===== config.mk =====
export PLATFORM = sky130hd
export DESIGN_NAME = ovf_event_monitor
export DESIGN_NICKNAME = d
export VERILOG_FILES = /design/src/rtl/ovf_mon_pkg.sv /design/src/rtl/ovf_edge_sat_counter.sv /design/src/rtl/ovf_event_monitor.sv
export SDC_FILE = /design/constraint.sdc
export NUM_CORES = 1
export LEC_CHECK = 0
export CORE_ASPECT_RATIO = 1.2
export CORE_MARGIN = 2
export CORE_UTILIZATION = 46
export CTS_CLUSTER_DIAMETER = 50
export DETAILED_ROUTE_END_ITERATION = 16
export PLACE_DENSITY = 0.78
export SKIP_LAST_GASP = 1
export SYNTH_ARGS = -nofsm -noshare
export SYNTH_HDL_FRONTEND = slang
export SYNTH_SLANG_ARGS = --single-unit

===== constraint.sdc =====
create_clock -name clk -period 2.91 [get_ports clk]
set_input_delay 0.291 -clock clk [delete_from_list [all_inputs] [get_ports clk]]
set_output_delay 0.291 -clock clk [all_outputs]
set_load 0.02 [all_outputs]

===== src/rtl/ovf_mon_pkg.sv =====
`default_nettype none
// ============================================================================
// Module : ovf_mon_pkg
// Brief  : Shared types, constants and helpers for the overflow event monitor.
// Rev    : 1.0  initial release
// ============================================================================
package ovf_mon_pkg;

    typedef enum logic [0:0] {
        IDLE = 1'b0,
        PEND = 1'b1
    } state_t;

    localparam logic [3:0] CNT_MAX = 4'hF;

    localparam int RPT_COUNT_W = 8;
    localparam int RPT_STAMP_W = 16;

    typedef struct packed {
        logic [RPT_COUNT_W-1:0] count;
        logic [RPT_STAMP_W-1:0] stamp;
    } rpt_t;

    // Legal upstream moves: +1 (mod 16), hold, or restart from zero.
    function automatic logic seq_step_ok(input logic [3:0] prev, input logic [3:0] cur);
        return (cur == prev + 4'd1) || (cur == prev) || (cur == 4'h0);
    endfunction

endpackage
`default_nettype wire


===== src/rtl/ovf_edge_sat_counter.sv =====
`default_nettype none
// ============================================================================
// Module : ovf_edge_sat_counter
// Brief  : Overflow rise detector, saturating event counter and report period counter.
// Rev    : 1.0  initial release
// ============================================================================
module ovf_edge_sat_counter #(
    parameter int EVT_W        = 8,
    parameter int REPORT_EVERY = 4
) (
    input  logic             clk,
    input  logic             reset,
    input  logic             clr,
    input  logic             ovf_in,
    output logic [EVT_W-1:0] evt_count,
    output logic [EVT_W-1:0] evt_next,
    output logic             saturated,
    output logic             report_due
);

    localparam logic [EVT_W-1:0] C_EVT_ONE  = EVT_W'(1);
    localparam logic [7:0]       C_PER_LAST = 8'(REPORT_EVERY - 1);

    logic             r_ovf_q;
    logic [EVT_W-1:0] r_evt;
    logic [7:0]       r_per;
    logic             r_sat;

    logic             w_rise;
    logic             w_due;
    logic [EVT_W-1:0] w_evt_next;

    assign w_rise     = ovf_in & ~r_ovf_q;
    assign w_evt_next = (&r_evt) ? r_evt : (r_evt + C_EVT_ONE);
    assign w_due      = w_rise & (r_per == C_PER_LAST);

    // ovf_q keeps tracking through clr so a held level is never recounted.
    always_ff @(posedge clk or negedge reset) begin
        if (!reset) begin
            r_ovf_q <= 1'b0;
            r_evt   <= '0;
            r_per   <= '0;
            r_sat   <= 1'b0;
        end else begin
            r_ovf_q <= ovf_in;
            if (clr) begin
                r_evt <= '0;
                r_per <= '0;
                r_sat <= 1'b0;
            end else if (w_rise) begin
                r_evt <= w_evt_next;
                r_per <= w_due ? 8'd0 : (r_per + 8'd1);
                if (&w_evt_next) begin
                    r_sat <= 1'b1;
                end
            end
        end
    end

    assign evt_count  = r_evt;
    assign evt_next   = w_evt_next;
    assign saturated  = r_sat;
    assign report_due = w_due & ~clr;

endmodule
`default_nettype wire


===== src/rtl/ovf_event_monitor.sv =====
`default_nettype none
// ============================================================================
// Module : ovf_event_monitor
// Brief  : Counts upstream overflow events, emits periodic time-stamped reports
//          over valid/ready and flags upstream protocol/sequence violations.
// Rev    : 1.0  initial release
// ============================================================================
module ovf_event_monitor
    import ovf_mon_pkg::*;
#(
    parameter int EVT_W        = 8,
    parameter int REPORT_EVERY = 4,
    parameter int STAMP_W      = 16
) (
    input  logic               clk,
    input  logic               reset,
    input  logic [3:0]         cnt_in,
    input  logic               ovf_in,
    input  logic               clr,
    output logic               rpt_valid,
    input  logic               rpt_ready,
    output logic [EVT_W-1:0]   rpt_count,
    output logic [STAMP_W-1:0] rpt_stamp,
    output logic [EVT_W-1:0]   evt_count,
    output logic               saturated,
    output logic               drop_err,
    output logic               proto_err,
    output logic               seq_err
);

    localparam logic [STAMP_W-1:0] C_STAMP_ONE = STAMP_W'(1);

    state_t             r_state;
    state_t             w_state_nxt;
    logic               w_load;
    logic               w_drop;
    logic               w_due;
    logic [EVT_W-1:0]   w_evt_next;

    logic [STAMP_W-1:0] r_stamp;
    logic [EVT_W-1:0]   r_rpt_count;
    logic [STAMP_W-1:0] r_rpt_stamp;
    logic               r_drop;
    logic               r_proto;
    logic               r_seq;
    logic [3:0]         r_prev;
    logic               r_prev_valid;

    logic               w_proto_hit;
    logic               w_seq_hit;

    ovf_edge_sat_counter #(
        .EVT_W        (EVT_W),
        .REPORT_EVERY (REPORT_EVERY)
    ) u_cnt (
        .clk        (clk),
        .reset      (reset),
        .clr        (clr),
        .ovf_in     (ovf_in),
        .evt_count  (evt_count),
        .evt_next   (w_evt_next),
        .saturated  (saturated),
        .report_due (w_due)
    );

    always_ff @(posedge clk or negedge reset) begin
        if (!reset) begin
            r_state <= IDLE;
        end else begin
            r_state <= w_state_nxt;
        end
    end

    // A due report while the previous one is still unaccepted is dropped.
    always_comb begin
        w_state_nxt = r_state;
        w_load      = 1'b0;
        w_drop      = 1'b0;
        case (r_state)
            IDLE: begin
                if (w_due) begin
                    w_load      = 1'b1;
                    w_state_nxt = PEND;
                end
            end
            PEND: begin
                if (rpt_ready) begin
                    if (w_due) begin
                        w_load = 1'b1;
                    end else begin
                        w_state_nxt = IDLE;
                    end
                end else if (w_due) begin
                    w_drop = 1'b1;
                end
            end
            default: w_state_nxt = IDLE;
        endcase
        if (clr) begin
            w_state_nxt = IDLE;
            w_load      = 1'b0;
            w_drop      = 1'b0;
        end
    end

    always_ff @(posedge clk or negedge reset) begin
        if (!reset) begin
            r_rpt_count <= '0;
            r_rpt_stamp <= '0;
        end else if (clr) begin
            r_rpt_count <= '0;
            r_rpt_stamp <= '0;
        end else if (w_load) begin
            r_rpt_count <= w_evt_next;
            r_rpt_stamp <= r_stamp;
        end
    end

    assign w_proto_hit = ovf_in & (cnt_in != CNT_MAX);
    assign w_seq_hit   = r_prev_valid & ~seq_step_ok(r_prev, cnt_in);

    always_ff @(posedge clk or negedge reset) begin
        if (!reset) begin
            r_stamp      <= '0;
            r_drop       <= 1'b0;
            r_proto      <= 1'b0;
            r_seq        <= 1'b0;
            r_prev       <= 4'h0;
            r_prev_valid <= 1'b0;
        end else begin
            r_prev <= cnt_in;
            if (clr) begin
                r_stamp      <= '0;
                r_drop       <= 1'b0;
                r_proto      <= 1'b0;
                r_seq        <= 1'b0;
                r_prev_valid <= 1'b0;
            end else begin
                r_stamp      <= r_stamp + C_STAMP_ONE;
                r_prev_valid <= 1'b1;
                if (w_drop)      r_drop  <= 1'b1;
                if (w_proto_hit) r_proto <= 1'b1;
                if (w_seq_hit)   r_seq   <= 1'b1;
            end
        end
    end

    assign rpt_valid = (r_state == PEND);
    assign rpt_count = r_rpt_count;
    assign rpt_stamp = r_rpt_stamp;
    assign drop_err  = r_drop;
    assign proto_err = r_proto;
    assign seq_err   = r_seq;

endmodule
`default_nettype wire


==> flow_summary_export.csv, run 1 <==
group,metric,value,unit
worst_setup_path,r2r_slack,0.65,ns
place,place_ws,0.703,ns
yosys,syn_inst,300,
yosys,area_leaders,"dfrtp_1, xnor2_1, a22o_1",
routing,viasPerCell,5.74,
grt,grt_overflow,0,
worst_setup_path,required,3.18,ns
timing,max_clock_freq,0.443,GHz
routing,wirelength,6560,um
yosys,synth_top_cell_by_area,"dfrtp_1",
yosys,ys_ff,67,
grt,first_global_vias,2370,
yosys,ys_warn_count,0,
cts,cts-root-buf,"clkbuf_8",
worst_setup_path,start_kind,"flip-flop",
worst_setup_path,crit_family,"simple AND/OR/NAND/NOR gates",
worst_setup_path,endpoint_kind,"flip-flop",
yosys,syn_avg_cell_area,10.3,um^2
yosys,ys_seq_frac,0.540,
floorplan,die_x,79.0,um
outcome,status,"finished, final reports clean",
flow_run,drv.max_cap_violation_count,0,
worst_setup_path,crit_buf_inv,0,
grt,grt_pass1_wl,11100,um
timing,final_max_slew_viol_count,0,
cts,cts_sinks,67,
routing,dr.pass1.iters,4,
yosys,fp_nets,313,
yosys,edf_count,0,
finish,layout_top_cell,"dfrtp_1",
yosys,ys_area,3100,um^2
cts,postCtsHoldBufs,0,
worst_hold_path,hp-class,"input pin to async pin",
floorplan,fp.dieH,94.0,um
routing,drtIter0Drc,128,
floorplan,ios,46,
grt,grt_usage,0.192,
yosys,ys_types,44,
finish,drive_gt1_frac,0.0780,
power_and_ir_drop,leakagePower,1.56,nW
grt,antenna_found_initial,0,
routing,final_antenna_net_count,0,
finish,diodes,0,
routing,drc_errors,0,
timing,min_period,2.26,ns
floorplan,fp-utilization,0.479,
floorplan,row_count,32,
place,dpl_cell_area,3630,um^2
worst_setup_path,critPathMaxStageDelay,0.80,ns
yosys,synthArstFlopShare,1.00,
worst_setup_path,cp.arrival,2.52,ns
finish,most-common-layout-cells,"dfrtp_1, clkdlybuf4s50_1, nand2_1, nor2_1, a21oi_1",
cts,path_clk_slew,0.07,ns
cts,postCtsSetupRepairBufs,0,
timing,setup-tns-final,0,ns
cts,htree_levels,3,
floorplan,core_area,6490,um^2
finish,nets,357,
## run 1: power by group
group	switching [W]	total, W	internal [W]
sequential	0.0000147	0.000959	0.000944
clock	0.000323	0.000637	0.000314
combinational	0.0000721	0.000115	0.0000428
total	0.000409	0.00171	0.00130
## run 1: per-layer routing
metal / share of wire / wire length (um) / track usage
met1: 0.46 / 3040 / 0.260
met2: 0.47 / 3110 / 0.298
met3: 0.042 / 275 / 0.0298
met4: 0.020 / 133 / 0.105
met5: 0 / 0 / 0
## run 1: registers in the layout (all words and copies together) (netlist names), 4 cells and up
| name | cells |
|---|---|
| rpt_count | 8 |
| r_prev | 4 |
| rpt_stamp | 16 |
| u_cnt.evt_count | 8 |
| r_stamp | 16 |
| u_cnt.r_per | 8 |
## run 1: cells by family (layout without fill, tap and decap cells)
family	after synthesis	after routing	synth area share
xor gates and xnor gates	24	24	0.0677
buffers and inverters	22	68	0.0282
DFF	67	67	0.540
AOI/OAI and AO/OA	69	69	0.152
and+or+nand+nor	111	111	0.187
adders and majority gates	4	4	0.0161
muxes	3	3	0.00967
## run 1: stage by stage
| step | total power [W] | std cells | util |
|---|---|---|---|
| final | 0.00171 | 431 | 0.583 |
| after global routing | 0.00178 | 431 | 0.583 |
| after CTS | 0.00173 | 431 | 0.583 |
| after detailed placement | 0.00109 | 418 | 0.559 |
| after global placement | 0.00109 | 418 | 0.559 |
| after floorplan | 0.00103 | 300 | - |
## run 1: worst paths after layout
| check | startpoint | cells past startpoint | to |
|---|---|---|---|
| min in group clk | rpt_count[7]$_DFFE_PN0P_ | 2 | rpt_count[7]$_DFFE_PN0P_ |
| worst max-delay path | u_cnt.r_per[0]$_DFFE_PN0P_ | 5 | rpt_stamp[0]$_DFFE_PN0P_ |
| worst min register to register | rpt_count[7]$_DFFE_PN0P_ | 2 | rpt_count[7]$_DFFE_PN0P_ |
| worst min-delay path | reset | 2 | r_prev[0]$_DFF_PN0_ |
| worst max register to register | u_cnt.r_per[0]$_DFFE_PN0P_ | 5 | rpt_stamp[0]$_DFFE_PN0P_ |
| max in group asynchronous | reset | 2 | r_stamp[6]$_DFF_PN0_ |
## run 1: area by class of cell
cell class              instances  area, um^2  area share
flip-flops and latches         67        1680       0.443
multi-input cells             211        1350       0.356
repair buffers                 49         475       0.126
clock buffers                  10         138      0.0364
well taps                      85         106      0.0281
inverters                       6        22.5     0.00595
clock inverters                 3        17.5     0.00463
## run 1: Yosys cell counts (2+ instances only)
master,count
and3_1,6
o31ai_1,2
xnor2_1,16
a21oi_1,19
clkbuf_1,9
o21ai_0,14
mux2i_1,3
nand3_1,13
a311oi_1,3
nand2b_1,4
nor2b_1,3
dfrtp_1,67
or3_1,7
a22o_1,14
nor3_2,2
a31oi_1,3
ha_1,4
xor2_1,8
buf_1,3
inv_1,6
nor4_1,5
nand2_1,24
o21a_1,4
nand4_1,11
buf_2,3
nor3_1,6
nor2_1,24
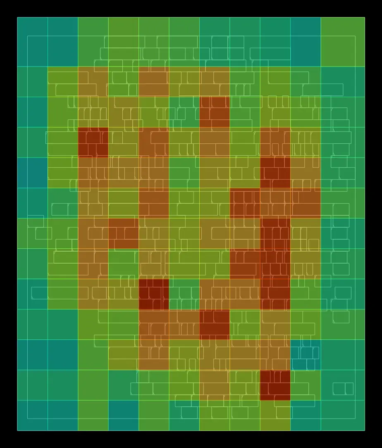
(run_1/congestion_map.png)
wire per inst: 15.2 um
Global Route met3 Usage: 0.0298
Core Util, Final: 0.583

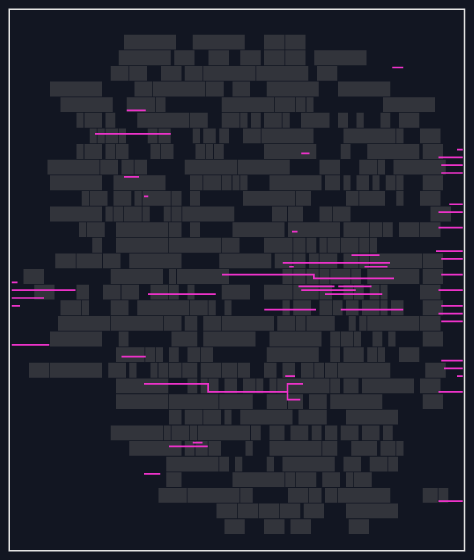
(run_1/m3.png)
wire length on this layer	276 um
share of all routed wire	4.2%

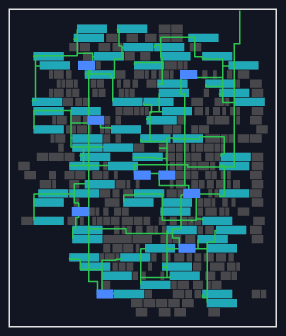
(run_1/clock_wires.png)
[green] clock wires | length: 804 um
[blue] clock-net drivers | count: 9
[cyan] flip-flops | count: 67
routed clock nets	10
flops lie	all over the die
Clock power frac: 0.372
P_clk: 0.000637 W
Worst-Skew Late Latency: 0.34 ns
post-route clock skew: 0.0103 ns

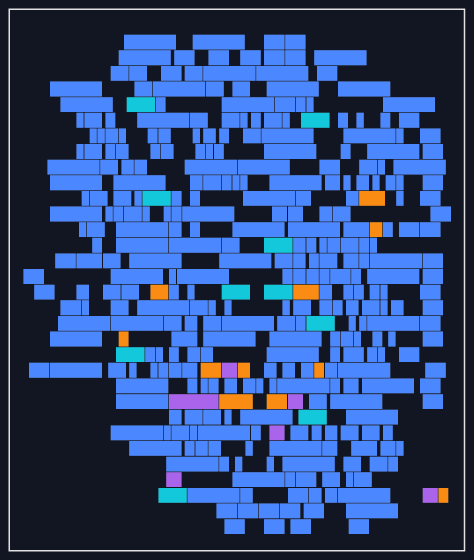
(run_1/sizing.png)
colour	size	cells	share
blue	x1 and smaller	319	92%
purple	x3 and x4	6	1.7%
orange	x2	11	3.2%
cyan	x6 and larger	10	2.9%
min setup slack post-route: 0.655 ns
Finished Cell Area: 3780 um^2
nonclk buf count: 49
Synth-to-Final Area Change: 21.9%

--- run 2 (diff from run 1) ---
==> constraint.sdc (replaced) <==
create_clock -name clk -period 2.2 [get_ports clk]
set_input_delay 0.22 -clock clk [delete_from_list [all_inputs] [get_ports clk]]
set_output_delay 0.22 -clock clk [all_outputs]
set_load 0.02 [all_outputs]
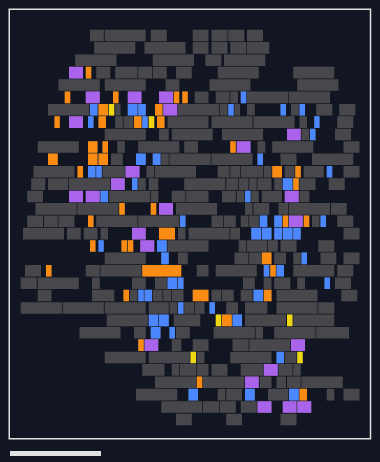
(run_2/gates.png)
The bar under the picture is 20 um long.
colour	family	cells
orange	nor cells	41
blue	nand cells	53
purple	xor and xnor cells	24
yellow	inv cells	6

==> flow_summary_export.csv, run 2 <==
group,metric,value,unit
outcome,status,"finished, final reports clean",
yosys,fp_nets,313,
timing,worstMarginPinSlew,0.532,ns
yosys,synth_top_cell_by_area,"dfrtp_1",
cts,clockBufferDepth,2,
timing,rsz0062_at_grt,"no",
yosys,ys_types,44,
worst_setup_path,required,2.46,ns
finish,layout_top_cell,"dfrtp_1",
floorplan,core_area,6490,um^2
cts,path_clk_slew,0.07,ns
power_and_ir_drop,vdd_drop_max,0.300,mV
yosys,muxShareOfSynthArea,0.00967,
grt,first_global_vias,2397,
place,hpwlAfterDp,4610,um
finish,most-common-layout-cells,"dfrtp_1, clkdlybuf4s50_1, nand2_1, nor2_1, a21oi_1",
routing,met1Wirelength,2910,um
yosys,top_logic_kind,"simple AND/OR/NAND/NOR gates",
yosys,yosysMostFrequentCell,"dfrtp_1",
floorplan,row_count,32,
routing,wl_met3,337,um
routing,wirelength,6630,um
worst_hold_path,hp-class,"input pin to async pin",
routing,wl_per_cell,15.1,um
routing,final_antenna_net_count,0,
yosys,edf_count,0,
cts,cts-root-buf,"clkbuf_8",
timing,final_max_slew_viol_count,0,
routing,highest_layer,"met4",
yosys,synthAdderAreaFrac,0.0161,
yosys,common_cells,"dfrtp_1, nand2_1, nor2_1",
finish,diodes,0,
yosys,syn_avg_cell_area,10.3,um^2
timing,max_clock_freq,0.494,GHz
yosys,synthAoiAreaFrac,0.152,
flow_run,drv.max_cap_violation_count,0,
worst_setup_path,r2r_slack,0.17,ns
grt,grt_overflow,0,
floorplan,fp-utilization,0.479,
timing,period_used_share,0.921,
worst_setup_path,crit_fanout,10,
yosys,synth_top_area_share,0.540,
yosys,synthArstFlopShare,1.00,
floorplan,die_area,7420,um^2
cts,clock.latency.late_pin,0.34,ns
grt,grt_usage,0.197,
power_and_ir_drop,power,0.00228,W
worst_setup_path,rr_startpoint,"u_cnt.r_per[0]$_DFFE_PN0P_",
worst_setup_path,r2r_end,"rpt_count[5]$_DFFE_PN0P_",
yosys,area_leaders,"dfrtp_1, xnor2_1, a22o_1",
grt,grt_pass1_wl,11300,um
timing,slew_headroom,0.645,
finish,drive_gt1_frac,0.0904,
cts,htree_levels,3,
worst_setup_path,endpoint_kind,"flip-flop",
routing,viasPerCell,5.67,
yosys,ys_warn_count,0,
yosys,xor_share,0.0677,
finish,nets,362,
yosys,ys_ff,67,
finish,area_growth,23.8,%
worst_setup_path,start_kind,"flip-flop",
worst_setup_path,cp.arrival,2.28,ns
finish,fillCellCount,539,
worst_setup_path,worst-r2r-cell-count,5,
routing,dr.pass1.iters,4,
cts,cts_sinks,67,
timing,setup-tns-final,0,ns
floorplan,ios,46,
yosys,ys_seq_frac,0.540,
timing,min_period,2.03,ns
cts,tritoncts,"yes",
routing,drc_errors,0,
routing,wl_met2,3280,um
grt,antenna_found_initial,0,
power_and_ir_drop,leakagePower,1.59,nW
floorplan,die_x,79.0,um
yosys,syn_inst,300,
yosys,ys_area,3100,um^2
timing,skew,0.00769,ns
grt,grt_max_degree,46,
floorplan,fp.dieH,94.0,um
yosys,synth-simple-area-share,0.187,
routing,drtIter0Drc,152,
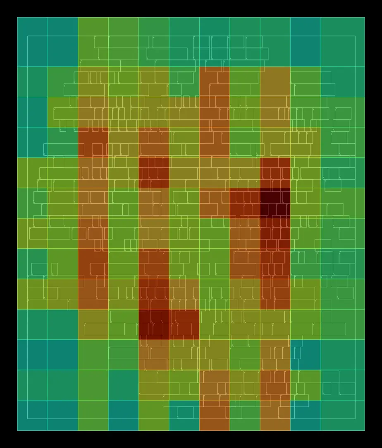
(run_2/congestion_map.png)
Core Util, Final: 0.593
met1 Resource Use GR: 0.250

-- run 2: netlist changes by cell type in the layout (fill, tap and decap cells not counted), sizes merged --
cell         delta
clkbuf          +1
clkinv          +1
dlygate4sd3     +1
clkinvlp        +1
buf             +4
-- run 2: worst max-delay path by stage --
stage	from	to	slack (ns)
2_1_floorplan	u_cnt.evt_count[0]$_DFFE_PN0P_	u_cnt.saturated$_DFFE_PN0P_	0.28
3_3_place_gp	u_cnt.evt_count[0]$_DFFE_PN0P_	u_cnt.saturated$_DFFE_PN0P_	0.26
3_5_place_dp	u_cnt.r_per[0]$_DFFE_PN0P_	rpt_count[5]$_DFFE_PN0P_	0.21
4_1_cts	u_cnt.r_per[0]$_DFFE_PN0P_	rpt_count[5]$_DFFE_PN0P_	0.21
5_1_grt	u_cnt.evt_count[0]$_DFFE_PN0P_	u_cnt.saturated$_DFFE_PN0P_	0.02
6_report	u_cnt.r_per[0]$_DFFE_PN0P_	rpt_count[5]$_DFFE_PN0P_	0.17
-- run 2: logic make-up after synthesis --
family	after synthesis
AOI/OAI and AO/OA	69
xor gates and xnor gates	24
adders and majority gates	4
buffers and inverters	22
DFF	67
muxes	3
and+or+nand+nor	111
-- run 2: metal layers --
layer / vias up / GRT usage
met5: - / 0
met4: 0 / 0.101
met3: 10 / 0.0481
met2: 85 / 0.314
met1: 1214 / 0.250
li1: 1182 / -
-- run 2: area by class of cell --
class	count	area (um^2)	area share
clock inverters	5	30.0	0.00781
repair buffers	54	528	0.137
flip-flops and latches	67	1680	0.436
inverters	6	22.5	0.00586
multi-input cells	211	1350	0.351
well taps	85	106	0.0277
clock buffers	11	131	0.0342
-- run 2: critical path, cell delays in order, from the launching register on --
cell,delay (ns)
dfrtp_1,0.42
ha_1,0.25
nor4b_4,0.33
nand2_2,0.15
or3_1,0.53
o31ai_2,0.27
-- run 2: report_power, final --
part           switching [W]  internal [W]  total (W)
Sequential         0.0000199       0.00125    0.00127
Clock               0.000454      0.000403   0.000857
Combinational      0.0000957     0.0000626   0.000158
Total               0.000569       0.00171    0.00228
-- run 2: repair_timing --
item | in CTS | in global routing
endpoints found under the setup margin | 0 | 1
hold buffers | 1 | 0
endpoints found under the hold margin | 22 | 0
setup buffers | 0 | 0
resized | 0 | 1
-- run 2: metrics by stage --
| stage | setup slack, ns | std cells | utilization | hold WS [ns] | cell area (um^2) |
|---|---|---|---|---|---|
| 2_1_floorplan | 0.284 | 300 | - | -0.0756 | 3100 |
| 3_3_place_gp | 0.265 | 422 | 0.566 | 0.222 | 3670 |
| 3_5_place_dp | 0.215 | 422 | 0.566 | 0.235 | 3670 |
| 4_1_cts | 0.207 | 439 | 0.592 | 0.391 | 3840 |
| 5_1_grt | 0.0211 | 439 | 0.593 | 0.410 | 3840 |
| 6_report | 0.174 | 439 | 0.593 | 0.390 | 3840 |
Power and IR drop assume default switching activity.
